Fig. 1: met2 routing
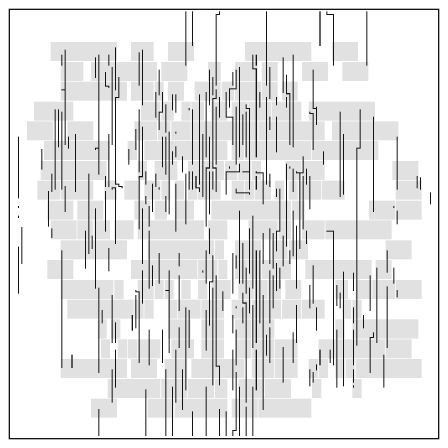
Fig. 2: M3 wires
Scale bar: 20 µm.
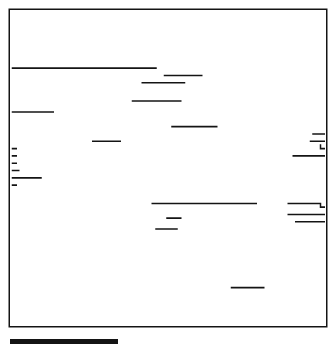
`src/rtl/hazard_stall_controller.sv`:
```
// RAW interlock for the 5-stage pipeline without forwarding.
// Two-slot (EX, MEM) write scoreboard, memory freeze and stall counter.
module hazard_stall_controller #(
    parameter int REG_ADDR_W = 3,
    parameter int CNT_W      = 16
) (
    input  logic             clk,
    input  logic             rst_n,
    input  logic [15:0]      id_inst,
    input  logic             id_valid,
    input  logic             mem_busy,
    output logic             pc_en,
    output logic             ifid_en,
    output logic             pipe_en,
    output logic             idex_bubble,
    output logic             stall,
    output logic [CNT_W-1:0] stall_count
);

    localparam logic [2:0] OP_LDM = 3'b001;
    localparam logic [2:0] OP_STD = 3'b010;
    localparam logic [2:0] OP_ADD = 3'b011;
    localparam logic [2:0] OP_NOT = 3'b100;

    logic [2:0]            opcode;
    logic [REG_ADDR_W-1:0] ra;
    logic [REG_ADDR_W-1:0] rb;
    logic                  reads_a;
    logic                  reads_b;
    logic                  writes;

    logic                  ex_v;
    logic [REG_ADDR_W-1:0] ex_rd;
    logic                  mem_v;
    logic [REG_ADDR_W-1:0] mem_rd;

    logic                  hit_a;
    logic                  hit_b;
    logic                  hazard;
    logic                  freeze;

    logic                  unused_bits;

    assign opcode = id_inst[15:13];
    assign ra     = id_inst[12:10];
    assign rb     = id_inst[9:7];

    assign unused_bits = ^id_inst[6:0];

    always_comb begin
        reads_a = 1'b0;
        reads_b = 1'b0;
        writes  = 1'b0;
        unique case (opcode)
            OP_LDM: begin
                writes = 1'b1;
            end
            OP_STD: begin
                reads_a = 1'b1;
                reads_b = 1'b1;
            end
            OP_ADD: begin
                reads_a = 1'b1;
                reads_b = 1'b1;
                writes  = 1'b1;
            end
            OP_NOT: begin
                reads_a = 1'b1;
                writes  = 1'b1;
            end
            default: begin
                reads_a = 1'b0;
                reads_b = 1'b0;
                writes  = 1'b0;
            end
        endcase
    end

    // WB writes before ID reads in the same cycle, so only EX/MEM can conflict.
    assign hit_a = reads_a &&
                   ((ex_v && ex_rd == ra) || (mem_v && mem_rd == ra));
    assign hit_b = reads_b &&
                   ((ex_v && ex_rd == rb) || (mem_v && mem_rd == rb));

    assign hazard = id_valid && (hit_a || hit_b);
    assign freeze = mem_busy;

    always_comb begin
        pc_en       = 1'b1;
        ifid_en     = 1'b1;
        pipe_en     = 1'b1;
        idex_bubble = ~id_valid;
        stall       = 1'b0;
        if (!rst_n) begin
            pc_en       = 1'b0;
            ifid_en     = 1'b0;
            pipe_en     = 1'b0;
            idex_bubble = 1'b1;
        end else if (freeze) begin
            pc_en       = 1'b0;
            ifid_en     = 1'b0;
            pipe_en     = 1'b0;
            idex_bubble = 1'b0;
        end else if (hazard) begin
            pc_en       = 1'b0;
            ifid_en     = 1'b0;
            idex_bubble = 1'b1;
            stall       = 1'b1;
        end
    end

    always_ff @(posedge clk or negedge rst_n) begin
        if (!rst_n) begin
            ex_v   <= 1'b0;
            ex_rd  <= '0;
            mem_v  <= 1'b0;
            mem_rd <= '0;
        end else if (pipe_en) begin
            mem_v  <= ex_v;
            mem_rd <= ex_rd;
            ex_v   <= writes && id_valid && !hazard;
            ex_rd  <= ra;
        end
    end

    always_ff @(posedge clk or negedge rst_n) begin
        if (!rst_n) begin
            stall_count <= '0;
        end else if ((stall || freeze) && stall_count != '1) begin
            stall_count <= stall_count + 1'b1;
        end
    end

endmodule

```
`config.mk`:
```
export PLATFORM = sky130hd
export DESIGN_NAME = hazard_stall_controller
export DESIGN_NICKNAME = d
export VERILOG_FILES = /design/src/rtl/hazard_stall_controller.sv
export SDC_FILE = /design/constraint.sdc
export NUM_CORES = 1
export LEC_CHECK = 0
export ABC_AREA = 0
export CAP_MARGIN = 20
export CORE_MARGIN = 2
export CORE_UTILIZATION = 45
export DETAILED_ROUTE_END_ITERATION = 16
export PLACE_DENSITY = 0.77
export SLEW_MARGIN = 20
export SYNTH_ARGS = -nofsm -noshare
export SYNTH_HDL_FRONTEND = slang
export SYNTH_SLANG_ARGS = --single-unit
```
`constraint.sdc`:
```
create_clock -name clk -period 2.81 [get_ports clk]
set_input_delay 0.281 -clock clk [delete_from_list [all_inputs] [get_ports clk]]
set_output_delay 0.281 -clock clk [all_outputs]
set_load 0.05 [all_outputs]
```
==> impl_metrics.xml <==
<?xml version="1.0" encoding="UTF-8"?>
<metrics>
  <group name="placement">
    <metric name="port_buffer_count" unit="">33</metric>
    <metric name="dp_cells" unit="">209</metric>
    <metric name="dpl_cell_area" unit="µm²">1778</metric>
    <metric name="hpwl" unit="mm">2.235</metric>
  </group>
  <group name="grt">
    <metric name="grt.busiest_layer" unit="">met2</metric>
    <metric name="grt_pass1_wl" unit="mm">5.188</metric>
    <metric name="use_met1" unit="%">27.51</metric>
    <metric name="grt_use_total" unit="%">19.57</metric>
  </group>
  <group name="power">
    <metric name="power_combinational" unit="W">0.000393</metric>
    <metric name="p_sw" unit="W">0.0003964</metric>
    <metric name="fin_total_pwr" unit="W">0.001103</metric>
    <metric name="leakagePower" unit="nW">0.7898</metric>
    <metric name="top_power_group" unit="">sequential cells</metric>
    <metric name="powerDensity" unit="nW/µm²">602.5</metric>
    <metric name="clkPwrFrac" unit="%">22.8</metric>
  </group>
  <group name="yosys">
    <metric name="synth-edff-count" unit="">0</metric>
    <metric name="postSynthAreaPerCell" unit="µm²">9.302</metric>
    <metric name="synth-compound-area-share" unit="%">7.328</metric>
    <metric name="netlist_top_cells_count" unit="">28 x sky130_fd_sc_hd__nand2_1, 24 x sky130_fd_sc_hd__dfrtp_1, 22 x sky130_fd_sc_hd__xnor2_1, 11 x sky130_fd_sc_hd__nand3_1</metric>
    <metric name="synthXorXnorAreaFrac" unit="%">15.58</metric>
    <metric name="syn_inst" unit="">145</metric>
    <metric name="synth_area_leader_cell" unit="">sky130_fd_sc_hd__dfrtp_1</metric>
    <metric name="cell_types_occupying_the_most_area_after_synthesis" unit="">sky130_fd_sc_hd__dfrtp_1 45%, sky130_fd_sc_hd__xnor2_1 14%, sky130_fd_sc_hd__nand2_1 7.8%, sky130_fd_sc_hd__nand3_1 4.1%, sky130_fd_sc_hd__and3_1 3.2%</metric>
    <metric name="synth-seq-area-share" unit="%">44.53</metric>
    <metric name="synth.logic.top_family" unit="">simple AND/OR/NAND/NOR gates</metric>
    <metric name="synth-area-yosys" unit="µm²">1349</metric>
  </group>
  <group name="cells_and_area">
    <metric name="core_utilization_of_the_finished_layout" unit="%">65.25</metric>
    <metric name="area_share_clock_buf_inv" unit="%">2.871</metric>
    <metric name="number_of_fill_cells_in_the_layout" unit="">239</metric>
    <metric name="inv_count" unit="">2</metric>
    <metric name="num-multi-input-gates" unit="">115</metric>
    <metric name="final_area" unit="µm²">1831</metric>
    <metric name="top_register" unit="">stall_count</metric>
    <metric name="post_layout_nonfiller_instances" unit="">213</metric>
    <metric name="lay_top_cells" unit="">28 x sky130_fd_sc_hd__nand2_1, 28 x sky130_fd_sc_hd__clkdlybuf4s50_1, 24 x sky130_fd_sc_hd__dfrtp_1, 22 x sky130_fd_sc_hd__xnor2_1, 11 x sky130_fd_sc_hd__nand3_1</metric>
    <metric name="largest_reg_flops" unit="">16</metric>
    <metric name="multiInputGateArea" unit="µm²">720.7</metric>
    <metric name="post_synthesis_to_final_layout_area_growth" unit="%">35.71</metric>
    <metric name="diodes" unit="">0</metric>
  </group>
  <group name="worst_setup_path">
    <metric name="cells_traversed_along_the_worst_timing_path" unit="">clkdlybuf4s50_1, or3b_2, nand2b_1, o21ai_0, and3_1, o21ai_0, buf_12</metric>
    <metric name="critical-path-max-stage-delay" unit="ps">490</metric>
    <metric name="critical_path.most_common_cell" unit="">sky130_fd_sc_hd__o21ai_0</metric>
    <metric name="timing.critical_path.slowest_stage_cell" unit="">sky130_fd_sc_hd__clkdlybuf4s50_1</metric>
    <metric name="r2r_end" unit="">stall_count[1]</metric>
    <metric name="cpLargestDelayFamily" unit="">simple AND/OR/NAND/NOR gates</metric>
    <metric name="critical_path.max_fanout" unit="">3</metric>
    <metric name="critical_path_cell_count" unit="">7</metric>
  </group>
  <group name="final_timing">
    <metric name="rsz0062_at_grt" unit="">no</metric>
    <metric name="worst_clock_skew" unit="ps">1.366</metric>
    <metric name="final.min_clock_period" unit="ps">2499</metric>
    <metric name="fin_ws" unit="ps">311.1</metric>
    <metric name="hold-worst-slack" unit="ps">218.7</metric>
  </group>
  <group name="clock_tree">
    <metric name="postCtsSetupBuffers" unit="">0</metric>
    <metric name="count_of_cells_resized_by_post_cts_repair" unit="">0</metric>
    <metric name="clk-insertion-delay-late" unit="ps">320</metric>
    <metric name="tritoncts" unit="">yes</metric>
    <metric name="clock_path_buffers" unit="">2</metric>
  </group>
  <group name="run_status">
    <metric name="status" unit="">finished, violations left</metric>
    <metric name="violated_checks" unit="">DRC</metric>
  </group>
  <group name="route">
    <metric name="highest_metal_used" unit="">met4</metric>
    <metric name="drc" unit="">2</metric>
    <metric name="wl_per_cell" unit="µm">13.72</metric>
    <metric name="viasPerCell" unit="">5.352</metric>
  </group>
  <group name="die">
    <metric name="initial_core_util" unit="%">48.08</metric>
    <metric name="pin_count" unit="">41</metric>
    <metric name="die_height" unit="µm">58.75</metric>
    <metric name="die_area" unit="µm²">3451</metric>
  </group>
  <group name="flow_run">
    <metric name="maxCapViolations" unit="">0</metric>
    <metric name="stage_log_warnings" unit="">33</metric>
  </group>
</metrics>
Notes on Fig. 1 above:
- longest straight run: 27.0 µm
- share of all routed wire: 46%
- main direction: vertical
- nets with wire on the layer: 164
- wire length on this layer: 1340 µm
met2 GRT Util: 29.68%
total number of vias: 1140
wirelength, routed: 2.923 mm

Notes on Fig. 2 above:
- share of all routed wire: 4.9%
- main direction: horizontal
- wire length on this layer: 143 µm
- nets with wire on the layer: 21
grt met3 use: 3.297%

Power is estimated from default activity; no workload was simulated.
